### config.mk
export PLATFORM = sky130hd
export DESIGN_NAME = fetch_queue
export DESIGN_NICKNAME = d
export VERILOG_FILES = /design/src/rtl/fetch_queue.sv
export SDC_FILE = /design/constraint.sdc
export NUM_CORES = 1
export LEC_CHECK = 0
export CORE_MARGIN = 8
export CORE_UTILIZATION = 56
export CTS_BUF_LIST = sky130_fd_sc_hd__clkbuf_8
export CTS_CLUSTER_SIZE = 24
export DETAILED_ROUTE_END_ITERATION = 6
export PLACE_DENSITY = 0.75
export SKIP_CTS_REPAIR_TIMING = 1
export SLEW_MARGIN = 30
export SYNTH_ARGS = -nofsm -noshare
export SYNTH_HDL_FRONTEND = slang
export SYNTH_SLANG_ARGS = --single-unit
### constraint.sdc
create_clock -name clk -period 16.18 [get_ports clk]
set_input_delay 4.045 -clock clk [delete_from_list [all_inputs] [get_ports clk]]
set_output_delay 4.045 -clock clk [all_outputs]
set_load 0.01 [all_outputs]
### src/rtl/fetch_queue.sv
// Fetch-to-decode instruction queue: circular buffer accepting up to FETCH_W
// lanes per cycle (gaps compacted) and presenting up to FETCH_W lanes to decode.
module fetch_queue #(
  parameter int unsigned FETCH_W = 2,
  parameter int unsigned DEPTH   = 8
) (
  input  logic                          clk,
  input  logic                          reset,
  input  logic [FETCH_W-1:0]            fetch_valid,
  input  logic [FETCH_W-1:0][31:0]      fetch_instr,
  input  logic [FETCH_W-1:0][31:0]      fetch_pc,
  output logic                          fetch_ready,
  input  logic                          flush,
  input  logic                          decode_ready,
  output logic [FETCH_W-1:0]            instr_valid,
  output logic [FETCH_W-1:0][31:0]      instr,
  output logic [FETCH_W-1:0][31:0]      pc,
  output logic [$clog2(DEPTH):0]        count
);

  localparam int unsigned PTR_W = $clog2(DEPTH);
  localparam int unsigned CNT_W = PTR_W + 1;

  logic [PTR_W-1:0] head_q, head_d;
  logic [PTR_W-1:0] tail_q, tail_d;
  logic [CNT_W-1:0] count_q, count_d;

  logic [31:0] mem_instr_q [DEPTH];
  logic [31:0] mem_pc_q    [DEPTH];

  logic [CNT_W-1:0] lane_off [FETCH_W];
  logic [CNT_W-1:0] k_all;
  logic [CNT_W-1:0] enq_n;
  logic [CNT_W-1:0] deq_n;
  logic             enq_en;

  // Space check uses only the registered occupancy.
  assign fetch_ready = (CNT_W'(DEPTH) - count_q) >= CNT_W'(FETCH_W);
  assign enq_en      = fetch_ready && !flush;
  assign count       = count_q;

  // Compaction: each valid lane's slot offset is the number of valid lanes below it.
  always_comb begin
    k_all = '0;
    for (int i = 0; i < int'(FETCH_W); i++) begin
      lane_off[i] = k_all;
      if (fetch_valid[i]) k_all = k_all + CNT_W'(1);
    end
  end

  // Number of entries pushed and popped this cycle.
  always_comb begin
    enq_n = '0;
    deq_n = '0;
    if (enq_en) enq_n = k_all;
    if (decode_ready && !flush) begin
      deq_n = (count_q < CNT_W'(FETCH_W)) ? count_q : CNT_W'(FETCH_W);
    end
  end

  // Pointer and occupancy next state; flush overrides everything.
  always_comb begin
    head_d  = head_q;
    tail_d  = tail_q;
    count_d = count_q;
    if (flush) begin
      head_d  = '0;
      tail_d  = '0;
      count_d = '0;
    end else begin
      head_d  = head_q + PTR_W'(deq_n);
      tail_d  = tail_q + PTR_W'(enq_n);
      count_d = count_q + enq_n - deq_n;
    end
  end

  // Pointer and occupancy registers.
  always_ff @(posedge clk or posedge reset) begin
    if (reset) begin
      head_q  <= '0;
      tail_q  <= '0;
      count_q <= '0;
    end else begin
      head_q  <= head_d;
      tail_q  <= tail_d;
      count_q <= count_d;
    end
  end

  // Payload storage; contents are don't-care until covered by count.
  always_ff @(posedge clk) begin
    for (int i = 0; i < int'(FETCH_W); i++) begin
      if (enq_en && fetch_valid[i]) begin
        mem_instr_q[tail_q + PTR_W'(lane_off[i])] <= fetch_instr[i];
        mem_pc_q[tail_q + PTR_W'(lane_off[i])]    <= fetch_pc[i];
      end
    end
  end

  // Decode lanes: lane i shows entry head+i when occupied, zero otherwise.
  always_comb begin
    for (int i = 0; i < int'(FETCH_W); i++) begin
      instr_valid[i] = 1'b0;
      instr[i]       = '0;
      pc[i]          = '0;
      if (CNT_W'(i) < count_q) begin
        instr_valid[i] = 1'b1;
        instr[i]       = mem_instr_q[head_q + PTR_W'(i)];
        pc[i]          = mem_pc_q[head_q + PTR_W'(i)];
      end
    end
  end

endmodule

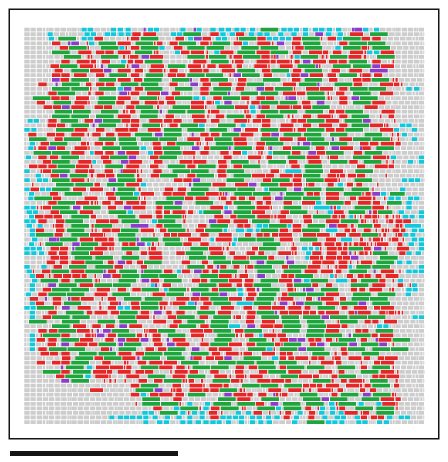
Fig. 1. Cells coloured by class (run 1).
Scale bar: 100 µm. Fill, decap, tap and diode cells in grey.
Red is combinational and other logic, cells 1180. Cyan is remaining buffers and delay cells, cells 311. Purple is clock drivers and dummy loads, cells 153. Green is sequential cells, cells 522.

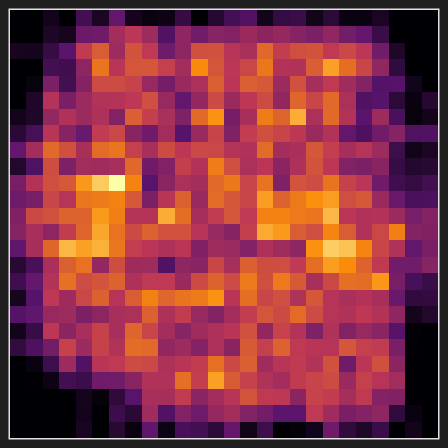
Fig. 2. Routed metal per tile (run 1).
26 x 26 tiles, from black (low) to pale yellow (high), scaled to the fullest tile. Values are wire area over tile area, all layers added.
The fullest tile reaches 0.55. 8.0% of the tiles are nearly empty. The mean over all tiles is 0.22. 35% of the tiles are over half the peak. The emptiest ninth of the die: lower left.

==> CHANGELOG.md, run 1 <==
### Physical design

* RR Startpoint: tail_q[0]
* Synth Area in Simple Gates at under 10%
* XORs/XNORs by Area at less than 1%
* Hold Path Sink: tail_q[2]
* Tool warning count at 27
* Adders+Majority by Area at less than 1%
* Seq. cell area at ~16000 µm²
* Most Used Layer, Global Route: met2
* Critical Path End: pc[12]
* Count of buffers from port buffering at 268
* Worst skew pair latency at slightly below 0.7 ns
* Ys flops at roughly 520
* Met2 routed WL at approximately 43000 µm
* Final ANT Viol Nets at 0
* Leading power group: combinational logic
* Hold Path Origin: tail_q[2]
* Core area at 56500 µm²
* GPL Wtd Cong at slightly below 0.8
* Cell area after synthesis at approximately 32000 µm²
* I/O pin count at about 270
* Metal3 WL at roughly 7500 µm
* Max clock buf depth at 3
* Logic pwr share at between 40% and 50%
* Total number of yosys warnings at 0
* Leak at roughly 0.014 µW
* Internal cell power at 3280 µW
* DR WL/cell at 30.0 µm
* Slowest stage delay, CP at 0.82 ns
* Tot GR Track Use at 26.8%
* Slew HR at between 30% and 40%
* CP Data Required Time at between 10 and 15 ns
* Layout cell share with drive strength beyond 1 at 43.4%
* MI comb cells at 1166
* Htree depth at 3
* Post-Syn Nets at roughly 2000
* DIE AREA at around 65000 µm²
* Clk pwr share at about 22%
* Biggest Area Class: sequential cells
* Area growth from synthesis to layout at 15.5%
* Initial Util at between 50% and 60%
* Vias in the first global route at ~20000
* Inserted Diodes at 6
* Max-area cell share at 48.0%
* Kind of cell adding the most delay to the critical path: buffers and inverters
* Violation tally from detailed-route iteration zero at about 1600
* Final HPWL DP at roughly 52000 µm
* Area fraction in mux cells at a little over two fifths
* Cell mode on critical path: buf_6
* # DRC at 0
* Setup crit start kind: flip-flop
* Syn Area/Cell at about 17 µm²
* FFs w/ async S/R, synth at under 10%
* CP Class: reg2out
* Status: finished, final reports clean
* DP Area at between 30000 and 40000 µm²
* VDD IR-drop max at between 0.0002 and 0.0003 V
* CTS tree: done
* Seq group at around 1800 µW
* Largest fanout on the critical path at slightly above 60
* Flop pwr share at 35.2%
* Die Wd at 255 µm
* Via count at approximately 19000
* Final wirelength at 87700 µm
* NonClk Buf Share at between 8 and 9%
* Combinational share of cell area at a little over two fifths
* Reg-to-reg endpoint: mem_pc_q[5][25]
* Placed insts at approximately 2800
* Worst Path Arrival at 5.15 ns
* Reg clk slew, reported paths at around 0.070 ns
* Root Buffer: clkbuf_8
* Post-synth top cells: edfxtp_1 (512), mux2_4 (392), mux4_2 (256), nand2_1 (132), mux2_2 (120)
* Fin crit share at 56.8%
* Psw at roughly 1700 µW
* Detailed Routing Iterations Pass 1 at 5
* Met2 Usage GRT at between 40% and 50%
* Non-CTS buffers at a little over 300
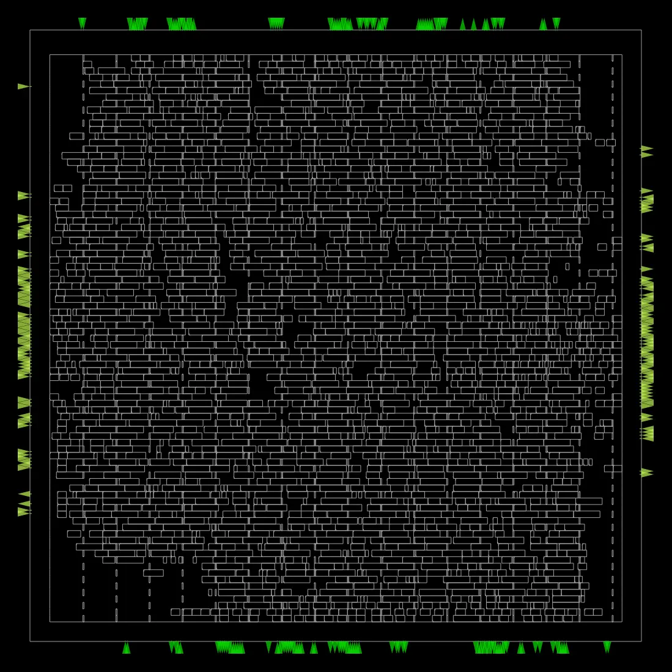
Fig. 3. Cell outlines without signal wires (run 1).
Util after Layout: 65.4%
row cnt: 87
number of fill cells in the layout: 3828

## Run 2: what changed since run 1
- CORE_UTILIZATION: 56 -> 55
- PLACE_DENSITY: 0.75 -> 0.77
- clock period: 16.18 -> 8.45 ns (I/O delays scaled with it)
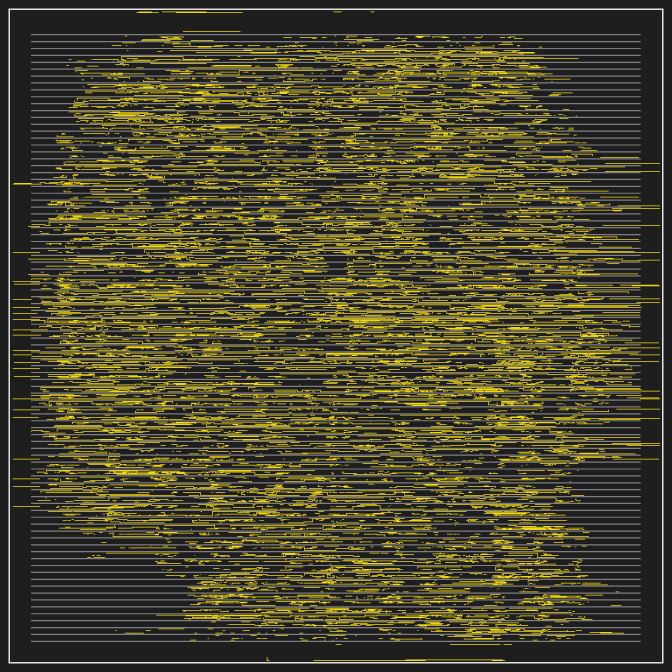
Fig. 4. Signal wires on met1 (run 2).
Supply wires on this layer in grey.
The longest straight run is 73.1 µm. The layer holds 39% of the routed length. The wires run mostly horizontal. 2131 nets have wire on it.

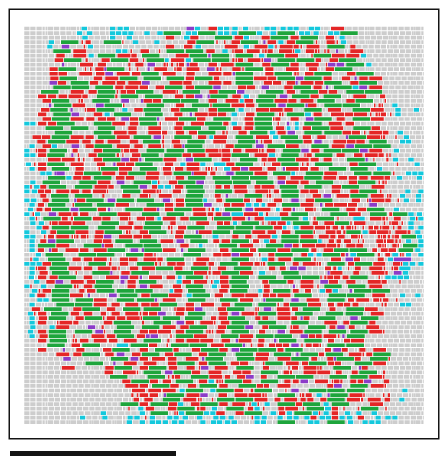
Fig. 5. Cells coloured by class (run 2).
Scale bar: 100 µm. Fill, decap, tap and diode cells in grey.
Purple is clock drivers and dummy loads, cells 160. Green is sequential cells, cells 522. Red is combinational and other logic, cells 1180. Cyan is remaining buffers and delay cells, cells 307.

==> run 2 against run 1 <==
Non-clock buffer count down 4. Worst hold slack better by 0.0090 ns. Die area grew 1.7%. Clock power is 89% higher. Sequential share of layout area up 0.062 points. Cell area shrank 0.15%. Cell count grew 0.58%. Synthesized cell count did not move. Total power rose by 91%. Setup slack got worse by 5.0 ns. Core utilization decreased by 1.3 points.
==> CHANGELOG.md, run 2 <==
### Physical design

* Largest fanout on the critical path at 48
* RR Startpoint: tail_q[0]
* XORs/XNORs by Area at less than 1%
* Hold Path Sink: tail_q[2]
* Psw at 3290 µW
* MI comb cells at between 1000 and 1500
* Most Used Layer, Global Route: met2
* Post-synth top cells: edfxtp_1 (512), mux2_4 (392), mux4_2 (256), nand2_1 (132), mux2_2 (120)
* Die Wd at 257 µm
* Post-Syn Nets at 2001
* Logic pwr share at a little over two fifths
* CP Class: reg2out
* Adders+Majority by Area at less than 1%
* FFs w/ async S/R, synth at about 1.9%
* VDD IR-drop max at between 0.0004 and 0.0005 V
* NonClk Buf Share at under 10%
* Setup crit start kind: flip-flop
* Seq group at approximately 3400 µW
* Fin crit share at around three quarters
* Core area at approximately 58000 µm²
* Layout cell share with drive strength beyond 1 at a little over two fifths
* Violation tally from detailed-route iteration zero at between 1500 and 2000
* Internal cell power at 6240 µW
* Met2 routed WL at approximately 43000 µm
* Kind of cell adding the most delay to the critical path: buffers and inverters
* Status: finished, final reports clean
* Leading power group: combinational logic
* Worst Path Arrival at around 4.4 ns
* Inserted Diodes at 11
* Tot GR Track Use at about a quarter
* Final ANT Viol Nets at 0
* Root Buffer: clkbuf_8
* Reg-to-reg endpoint: mem_pc_q[2][15]
* Row cnt at 88
* Worst skew pair latency at between 0.6 and 0.7 ns
* GPL Wtd Cong at roughly 0.83
* DR WL/cell at between 20 and 30 µm
* I/O pin count at roughly 270
* Critical Path End: pc[43]
* # DRC at 0
* Reg clk slew, reported paths at 0.06 ns
* Biggest Area Class: sequential cells
* Met2 Usage GRT at roughly two fifths
* Final wirelength at 86700 µm
* Combinational share of cell area at between 40% and 50%
* Detailed Routing Iterations Pass 1 at 5
* Util after Layout at 64.1%
* Total number of yosys warnings at 0
Power is estimated from default activity; no workload was simulated.
